### src/rtl/gx_reset_seq.sv
// Per-channel transceiver reset sequencer: sequences tx/rx analog and digital resets from PLL,
// calibration and CDR status. Optional rx lock timeout is enabled by defining GX_RST_TIMEOUT_EN.
module gx_reset_seq #(
    parameter int T_ANALOG  = 50,
    parameter int T_TXDIG   = 500,
    parameter int T_LTD     = 250,
    parameter int T_TIMEOUT = 50000
) (
    input  logic clk,
    input  logic reset,
    input  logic tx_pll_locked_i,
    input  logic tx_pll_cal_busy_i,
    input  logic tx_cal_busy_i,
    input  logic rx_cal_busy_i,
    input  logic rx_is_lockedtodata_i,
    output logic tx_analogreset_o,
    output logic tx_digitalreset_o,
    output logic rx_analogreset_o,
    output logic rx_digitalreset_o,
    output logic tx_ready_o,
    output logic rx_ready_o
);

    localparam int MAX_AB  = (T_ANALOG > T_TXDIG) ? T_ANALOG : T_TXDIG;
    localparam int MAX_ABC = (MAX_AB > T_LTD) ? MAX_AB : T_LTD;
    localparam int MAX_ALL = (MAX_ABC > T_TIMEOUT) ? MAX_ABC : T_TIMEOUT;
    localparam int CNT_W   = $clog2(MAX_ALL + 1);

    // Terminal values: a state that must last N counted cycles exits when the count shows N-1.
    localparam logic [CNT_W-1:0] ANA_END = CNT_W'(T_ANALOG - 1);
    localparam logic [CNT_W-1:0] DIG_END = CNT_W'(T_TXDIG - 1);
    localparam logic [CNT_W-1:0] LTD_END = CNT_W'(T_LTD - 1);

    typedef enum logic [1:0] {
        TX_RST      = 2'd0,
        TX_WAIT_PLL = 2'd1,
        TX_WAIT_DIG = 2'd2,
        TX_READY    = 2'd3
    } tx_state_t;

    typedef enum logic [1:0] {
        RX_RST      = 2'd0,
        RX_WAIT_LTD = 2'd1,
        RX_READY    = 2'd2
    } rx_state_t;

    tx_state_t        tx_state;
    rx_state_t        rx_state;
    logic [CNT_W-1:0] tx_cnt;
    logic [CNT_W-1:0] rx_cnt;
    logic [4:0]       sync1;
    logic [4:0]       sync2;

    always_ff @(posedge clk or posedge reset) begin
        if (reset) begin
            sync1 <= '0;
            sync2 <= '0;
        end else begin
            sync1 <= {tx_pll_locked_i, tx_pll_cal_busy_i, tx_cal_busy_i,
                      rx_cal_busy_i, rx_is_lockedtodata_i};
            sync2 <= sync1;
        end
    end

    logic pll_locked, pll_cal_busy, tx_cal_busy, rx_cal_busy, locked_to_data, pll_ok;
    assign {pll_locked, pll_cal_busy, tx_cal_busy, rx_cal_busy, locked_to_data} = sync2;
    assign pll_ok = pll_locked & ~pll_cal_busy & ~tx_cal_busy;

    always_ff @(posedge clk or posedge reset) begin
        if (reset) begin
            tx_state          <= TX_RST;
            tx_cnt            <= '0;
            tx_analogreset_o  <= 1'b1;
            tx_digitalreset_o <= 1'b1;
            tx_ready_o        <= 1'b0;
        end else begin
            case (tx_state)
                TX_RST: begin
                    if (tx_cnt >= ANA_END) begin
                        tx_state         <= TX_WAIT_PLL;
                        tx_cnt           <= '0;
                        tx_analogreset_o <= 1'b0;
                    end else begin
                        tx_cnt <= tx_cnt + 1'b1;
                    end
                end
                TX_WAIT_PLL: begin
                    if (pll_ok) begin
                        tx_state <= TX_WAIT_DIG;
                        tx_cnt   <= '0;
                    end
                end
                TX_WAIT_DIG: begin
                    // Loss of pll_ok is tested first so it beats a coincident terminal count.
                    if (!pll_ok) begin
                        tx_state <= TX_WAIT_PLL;
                        tx_cnt   <= '0;
                    end else if (tx_cnt >= DIG_END) begin
                        tx_state          <= TX_READY;
                        tx_cnt            <= '0;
                        tx_digitalreset_o <= 1'b0;
                        tx_ready_o        <= 1'b1;
                    end else begin
                        tx_cnt <= tx_cnt + 1'b1;
                    end
                end
                TX_READY: begin
                    if (!pll_locked) begin
                        tx_state          <= TX_RST;
                        tx_cnt            <= '0;
                        tx_analogreset_o  <= 1'b1;
                        tx_digitalreset_o <= 1'b1;
                        tx_ready_o        <= 1'b0;
                    end
                end
                default: begin
                    tx_state          <= TX_RST;
                    tx_cnt            <= '0;
                    tx_analogreset_o  <= 1'b1;
                    tx_digitalreset_o <= 1'b1;
                    tx_ready_o        <= 1'b0;
                end
            endcase
        end
    end

`ifdef GX_RST_TIMEOUT_EN
    localparam logic [CNT_W-1:0] TO_END = CNT_W'(T_TIMEOUT - 1);
    logic [CNT_W-1:0] rx_to_cnt;
    logic             rx_timeout;

    // Free-running in RX_WAIT_LTD only; any other state holds it at zero.
    always_ff @(posedge clk or posedge reset) begin
        if (reset) begin
            rx_to_cnt <= '0;
        end else if (rx_state != RX_WAIT_LTD) begin
            rx_to_cnt <= '0;
        end else if (rx_to_cnt < TO_END) begin
            rx_to_cnt <= rx_to_cnt + 1'b1;
        end
    end
    assign rx_timeout = (rx_to_cnt >= TO_END);
`else
    logic rx_timeout;
    assign rx_timeout = 1'b0;
`endif

    always_ff @(posedge clk or posedge reset) begin
        if (reset) begin
            rx_state          <= RX_RST;
            rx_cnt            <= '0;
            rx_analogreset_o  <= 1'b1;
            rx_digitalreset_o <= 1'b1;
            rx_ready_o        <= 1'b0;
        end else begin
            case (rx_state)
                RX_RST: begin
                    if (rx_cnt >= ANA_END && !rx_cal_busy) begin
                        rx_state         <= RX_WAIT_LTD;
                        rx_cnt           <= '0;
                        rx_analogreset_o <= 1'b0;
                    end else if (rx_cnt < ANA_END) begin
                        rx_cnt <= rx_cnt + 1'b1;
                    end
                end
                RX_WAIT_LTD: begin
                    if (rx_timeout) begin
                        rx_state         <= RX_RST;
                        rx_cnt           <= '0;
                        rx_analogreset_o <= 1'b1;
                    end else if (!locked_to_data) begin
                        rx_cnt <= '0;
                    end else if (rx_cnt >= LTD_END) begin
                        rx_state          <= RX_READY;
                        rx_cnt            <= '0;
                        rx_digitalreset_o <= 1'b0;
                        rx_ready_o        <= 1'b1;
                    end else begin
                        rx_cnt <= rx_cnt + 1'b1;
                    end
                end
                RX_READY: begin
                    if (!locked_to_data) begin
                        rx_state          <= RX_WAIT_LTD;
                        rx_cnt            <= '0;
                        rx_digitalreset_o <= 1'b1;
                        rx_ready_o        <= 1'b0;
                    end
                end
                default: begin
                    rx_state          <= RX_RST;
                    rx_cnt            <= '0;
                    rx_analogreset_o  <= 1'b1;
                    rx_digitalreset_o <= 1'b1;
                    rx_ready_o        <= 1'b0;
                end
            endcase
        end
    end

endmodule

### config.mk
export PLATFORM = sky130hd
export DESIGN_NAME = gx_reset_seq
export DESIGN_NICKNAME = d
export VERILOG_FILES = /design/src/rtl/gx_reset_seq.sv
export SDC_FILE = /design/constraint.sdc
export NUM_CORES = 1
export LEC_CHECK = 0
export CORE_MARGIN = 10
export CORE_UTILIZATION = 55
export CTS_CLUSTER_DIAMETER = 80
export DETAILED_ROUTE_END_ITERATION = 7
export PLACE_DENSITY = 0.72
export SETUP_SLACK_MARGIN = 0.02
export SYNTH_ARGS = -nofsm -noshare
export SYNTH_HDL_FRONTEND = slang
export SYNTH_SLANG_ARGS = --single-unit
### constraint.sdc
create_clock -name clk -period 2.2 [get_ports clk]
set_input_delay 0.22 -clock clk [delete_from_list [all_inputs] [get_ports clk]]
set_output_delay 0.22 -clock clk [all_outputs]
set_load 0.02 [all_outputs]
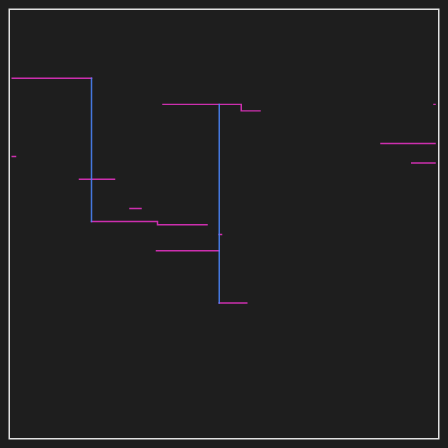
Fig. 1. Routed metal, one colour a layer (run 1).
Two of the layers only.
legend:
  magenta:
    layer: metal 3
    wire_length: 109 um
  blue:
    layer: metal 4
    wire_length: 71.4 um

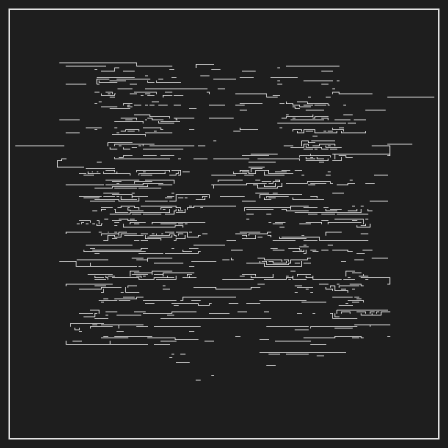
Fig. 2. M1 wires (run 1).
longest straight run: 23.0 um
nets with wire on the layer: 262

==> impl_metrics.yaml, run 1 <==
# flow metrics
outcome:
  outcome: "complete, no violations"
pwr:
  p_comb_uw: 52.7
  pg_clk_uw: 703
  seq_power_uw: 971
  p_per_area_mw_per_mm2: 575
  power.switching_uw: 338
  vdd_drop_max_v: 0.000326
  power-top-group: "registers"
  p_seq_frac: 0.562
  p_int_uw: 1390
  totalPowerFinal_uw: 1730
  leakage_uw: 0.00131
  switching_share: 0.196
  pwr-share-comb: 0.031
  pwr-share-clk: 0.407
critical_path:
  arrival_ns: 2.21
  worstRegToRegCells: 7
  path_buffers: 2
  slowest_stage: "dfrtp_1"
  cp_slowest_stage_delay_ns: 0.41
  required_ns: 2.39
  worstSetupEndpoint: "rx_state[0]$_DFFE_PP0P_"
  crit_path_frequent_cell: "inv_1"
  crit_path_start_kind: "register"
  crit_cells: 7
  r2r_slack_ns: 0.18
  crit_family: "AND-OR/OR-AND gates"
  rr_startpoint: "rx_cnt[1]$_DFFE_PP0P_"
  worstSetupPathType: "register to register"
  path_max_fanout: 4
  end_kind: "register"
  critPathLaunch: "rx_cnt[1]$_DFFE_PP0P_"
  rr_endpoint: "rx_state[0]$_DFFE_PP0P_"
  worstPathCellList: "inv_1 -> ha_1 -> inv_1 -> a311oi_2 -> nor2_1 -> a2111oi_4 -> mux2_2"
final_layout:
  largest_registers: "rx_cnt (16), tx_cnt (16)"
  diodes: 0
  fin_nets: 286
  drive_gt1_frac: 0.174
  post-route-util: 0.640
  fin_cells: 324
  area_delta_synth_final_pct: 13.3
  layout_top_cells: "dfrtp_1, nor2_1, nand2_1"
  lay_top_count: "dfrtp_1"
  design_area_mm2: 0.00300
flow_run:
  drv_cap: 0
  tool_warnings: 33
global_routing:
  met2_usage: 0.230
  antenna_found_initial: 0
  use_met1: 0.148
  grt_pass1_vias: 1853
  grt_start_max_net_pins: 28
  grt_pass1_wl_mm: 8.31
  met3_usage: 0.0310
  grt-busiest-layer: "met2"
  gr-total-overflow: 0
  grt_usage: 0.130
drt:
  vias: 1800
  first_iter_violations: 66
  routed_wl_mm: 4.54
  post_drt_via_cell_ratio: 5.56
  met2RoutedLength_mm: 2.35
  drc: 0
  drt-met1-wl_mm: 2.01
  top_layer_used: "met4"
  ant_nets: 0
  dr_wl_met3_um: 108
  drt_pass1_iterations: 4
  wire_per_inst_um: 14.0
placed_design:
  dp_hpwl_mm: 3.39
  placed_cells_incl_taps: 316
  port_buffers: 12
  gp_congestion: 0.879
  placed_area_mm2: 0.00286
  pre_cts_ws_ns: 0.0212
sta:
  tns_ns: 0
  holdWs_ns: 0.278
  setup_ws_ns: 0.175
  tightest_slew_ns: 0.547
  slew_headroom: 0.635
  setup_viol: 0
  timing.fmax_mhz: 494
  rsz0062_at_grt: "false"
  finalHoldViolCount: 0
  final.min_clock_period_ns: 2.02
  finalMaxSlewViolations: 0
  fin_crit_sh: 0.920
clock_network:
  cts.sinks: 52
  cts-root-buf: "clkbuf_8"
  clkLatencyLatePin_ns: 0.30
  path_clk_slew_ns: 0.09
  cts_tree: "yes"
  htree_levels: 2
  cts_buffers: 5
  cts_hold_buf: 0
  cts.path.max_buffers: 2
synthesis:
  async_flop_share: 1.00
  flop_cell: "dfrtp_1"
  synth_warnings: 0
  synth_top_cell_by_area: "dfrtp_1"
  top_cells_by_count: "dfrtp_1, nor2_1, nand2_1"
  synthTopCellsByArea: "dfrtp_1, ha_1, nor2_1"
  syn_area_mm2: 0.00265
  numSynthFlops: 52
  edf_count: 0
  synthCells: 246
  syn_nets: 263
  yosys_cells: 246
  ys_chip_area_mm2: 0.00265
  top_cell: "dfrtp_1"
  ys_seq_frac: 0.493
  synth.avg_cell_area_um2: 10.8
  ys_types: 56
  top_area_frac: 0.453
floorplan:
  rows: 25
  core_mm2: 0.00469
  io_pins: 13
  die_h_um: 89.4
  fp-utilization: 0.565
  die_w_um: 89.4
  die_area_mm2: 0.00800
hold_path:
  hold_class: "input pin to asynchronous set/reset pin"
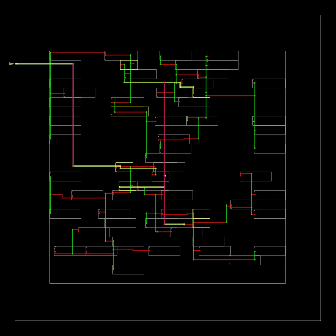
Fig. 3. Clock routing (run 1).
worst clock skew: 0.00765 ns
Clock Buffer Count: 7

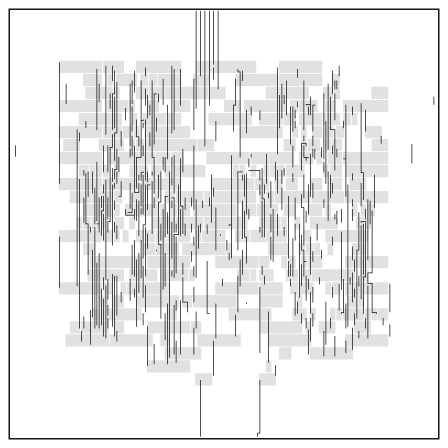
Fig. 4. The metal 2 layer (run 1).
Cells faint in the background.
nets with wire on the layer: 241
main direction: vertical
share of all routed wire: 52%

==> run 1: cell families after synthesis <==
logic type | count (synthesis) | share of synthesized area
adders and majority gates | 10 | 0.0472
DFF | 52 | 0.493
AOI/OAI and AO/OA | 46 | 0.151
xor gates and xnor gates | 7 | 0.0231
buffers and inverters | 20 | 0.0387
and+or+nand+nor | 109 | 0.238
muxes | 2 | 0.00850
==> run 1: repair_timing <==
item	in CTS	in global routing
resized	1	1
endpoints found under the hold margin	0	0
setup buffers	0	0
setup endpoints to repair	2	4
pin swaps	0	0
==> run 1: final cells by class <==
class	instances	area, um^2
clock inverters	1	30.0
multi-input cells	174	1250
well taps	54	67.6
flip-flops and latches	52	1310
fillers	351	1690
clock buffers	7	96.3
inverters	14	52.6
repair buffers	22	195
--- run 2 (diff from run 1) ---
Settings changed: ABC_AREA set to 0.
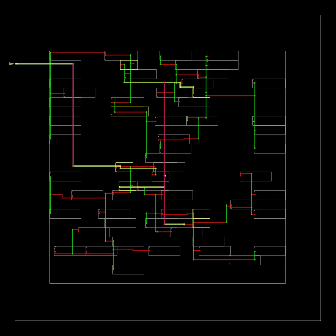
Fig. 5. Clock routing (run 2).
Num CTS Buffers: 5
Clk. pwr: 703 uW
flop count: 52

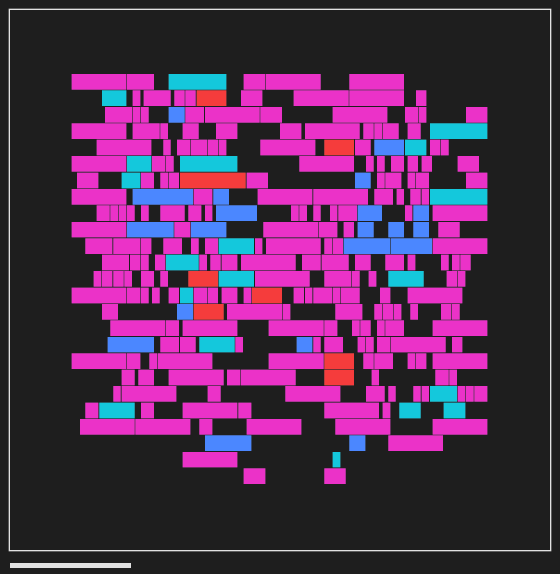
Fig. 6. Cells by drive strength (run 2).
The bar under the picture is 20 um long.
legend:
  red:
    size: _6 and larger
    cells: 8
    share: 3.0%
  blue:
    size: _3 and _4 cells
    cells: 20
    share: 7.4%
  cyan:
    size: _2 cells
    cells: 19
    share: 7.0%
  magenta:
    size: _0 and _1 cells
    cells: 223
    share: 83%

==> run 2 against run 1 <==
Global-route usage unchanged; non-clock buffer count unchanged; setup slack unchanged; design area unchanged; synthesized cell count did not move; highest routed layer unchanged.
==> impl_metrics.yaml, run 2 <==
# flow metrics
pwr:
  power-top-group: "registers"
  seq_power_uw: 971
  p_per_area_mw_per_mm2: 575
  switching_share: 0.196
  power.switching_uw: 338
  p_comb_uw: 52.7
  p_seq_frac: 0.562
  vdd_drop_max_v: 0.000326
  totalPowerFinal_uw: 1730
  leakage_uw: 0.00131
  pwr-share-comb: 0.031
  pwr-share-clk: 0.407
drt:
  top_layer_used: "met4"
  first_iter_violations: 66
  met2RoutedLength_mm: 2.35
  ant_nets: 0
  drt_pass1_iterations: 4
  post_drt_via_cell_ratio: 5.56
  drt-met1-wl_mm: 2.01
  routed_wl_mm: 4.54
  drc: 0
  dr_wl_met3_um: 108
  vias: 1800
synthesis:
  syn_area_mm2: 0.00265
  numSynthFlops: 52
  top_cells_by_count: "dfrtp_1, nor2_1, nand2_1"
  synthTopCellsByArea: "dfrtp_1, ha_1, nor2_1"
  syn_nets: 263
  async_flop_share: 1.00
  synth_warnings: 0
  ys_chip_area_mm2: 0.00265
  edf_count: 0
  synthCells: 246
  top_area_frac: 0.453
  ys_seq_frac: 0.493
  top_cell: "dfrtp_1"
  yosys_cells: 246
  ys_types: 56
sta:
  fin_skew_ns: 0.00765
  holdWs_ns: 0.278
  finalMaxSlewViolations: 0
  tns_ns: 0
  rsz0062_at_grt: "false"
  fin_crit_sh: 0.920
  final.min_clock_period_ns: 2.02
  timing.fmax_mhz: 494
  slew_headroom: 0.635
  setup_viol: 0
  tightest_slew_ns: 0.547
  setup_ws_ns: 0.175
  finalHoldViolCount: 0
critical_path:
  crit_family: "AND-OR/OR-AND gates"
  cp_slowest_stage_delay_ns: 0.41
  crit_path_start_kind: "register"
  arrival_ns: 2.21
  required_ns: 2.39
  end_kind: "register"
  worstPathCellList: "inv_1 -> ha_1 -> inv_1 -> a311oi_2 -> nor2_1 -> a2111oi_4 -> mux2_2"
  r2r_slack_ns: 0.18
  crit_path_frequent_cell: "inv_1"
  worstSetupPathType: "register to register"
  rr_endpoint: "rx_state[0]$_DFFE_PP0P_"
  path_buffers: 2
  rr_startpoint: "rx_cnt[1]$_DFFE_PP0P_"
  crit_cells: 7
  critPathLaunch: "rx_cnt[1]$_DFFE_PP0P_"
  worstSetupEndpoint: "rx_state[0]$_DFFE_PP0P_"
  path_max_fanout: 4
  worstRegToRegCells: 7
final_layout:
  fin_cells: 324
  largest_registers: "rx_cnt (16), tx_cnt (16)"
  post-route-util: 0.640
  drive_gt1_frac: 0.174
  fin_nets: 286
  design_area_mm2: 0.00300
  lay_top_count: "dfrtp_1"
  diodes: 0
clock_network:
  cts.path.max_buffers: 2
  htree_levels: 2
  cts_resized: 1
  clkLatencyLatePin_ns: 0.30
  cts_tree: "yes"
  post-cts-setup-buffers: 0
  path_clk_slew_ns: 0.09
  cts.sinks: 52
  cts-root-buf: "clkbuf_8"
  cts_hold_buf: 0
global_routing:
  met2_usage: 0.230
  antenna_found_initial: 0
  gr-total-overflow: 0
  grt_start_max_net_pins: 28
  grt_pass1_wl_mm: 8.31
  use_met1: 0.148
  grt-busiest-layer: "met2"
  met3_usage: 0.0310
floorplan:
  die_w_um: 89.4
  io_pins: 13
  rows: 25
  die_area_mm2: 0.00800
  die_h_um: 89.4
  core_mm2: 0.00469
  fp-utilization: 0.565
placed_design:
  pre_cts_ws_ns: 0.0212
  placed_area_mm2: 0.00286
  port_buffers: 12
  placed_cells_incl_taps: 316
  dp_hpwl_mm: 3.39
hold_path:
  hold_class: "input pin to asynchronous set/reset pin"
flow_run:
  drv_cap: 0
  tool_warnings: 33
outcome:
  outcome: "complete, no violations"
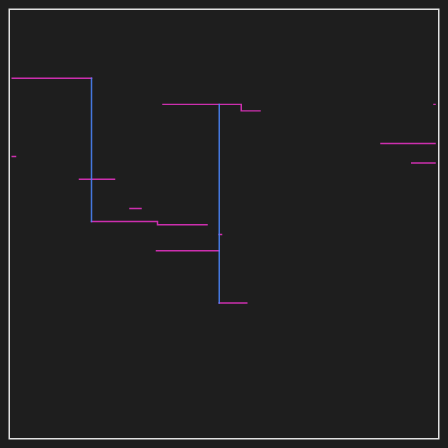
Fig. 7. Routed metal, one colour a layer (run 2).
Two of the layers only.
legend:
  magenta:
    layer: metal 3
    wire_length: 109 um
  blue:
    layer: metal 4
    wire_length: 71.4 um
Global Route Usage Sum: 0.130
Routed WL per cell: 14.0 um

## run 2: cell counts after synthesis
No cell type changed its count.
## run 2: cell type report
cell class / count / area (um^2)
fillers: 351 / 1690
repair buffers: 22 / 195
clock inverters: 1 / 30.0
well taps: 54 / 67.6
multi-input cells: 174 / 1250
flip-flops and latches: 52 / 1310
clock buffers: 7 / 96.3
inverters: 14 / 52.6
## run 2: cells by family (layout without fill, tap and decap cells)
group / Yosys count / in the layout / share of synthesized area
AND/OR/NAND/NOR: 109 / 109 / 0.238
multiplexers: 2 / 2 / 0.00850
XOR/XNOR: 7 / 7 / 0.0231
buffers and inverters: 20 / 44 / 0.0387
AND-OR/OR-AND: 46 / 46 / 0.151
flip-flops: 52 / 52 / 0.493
adder cells (fa/ha/maj): 10 / 10 / 0.0472
No activity file was given, so power comes from the tool's default toggle rates.
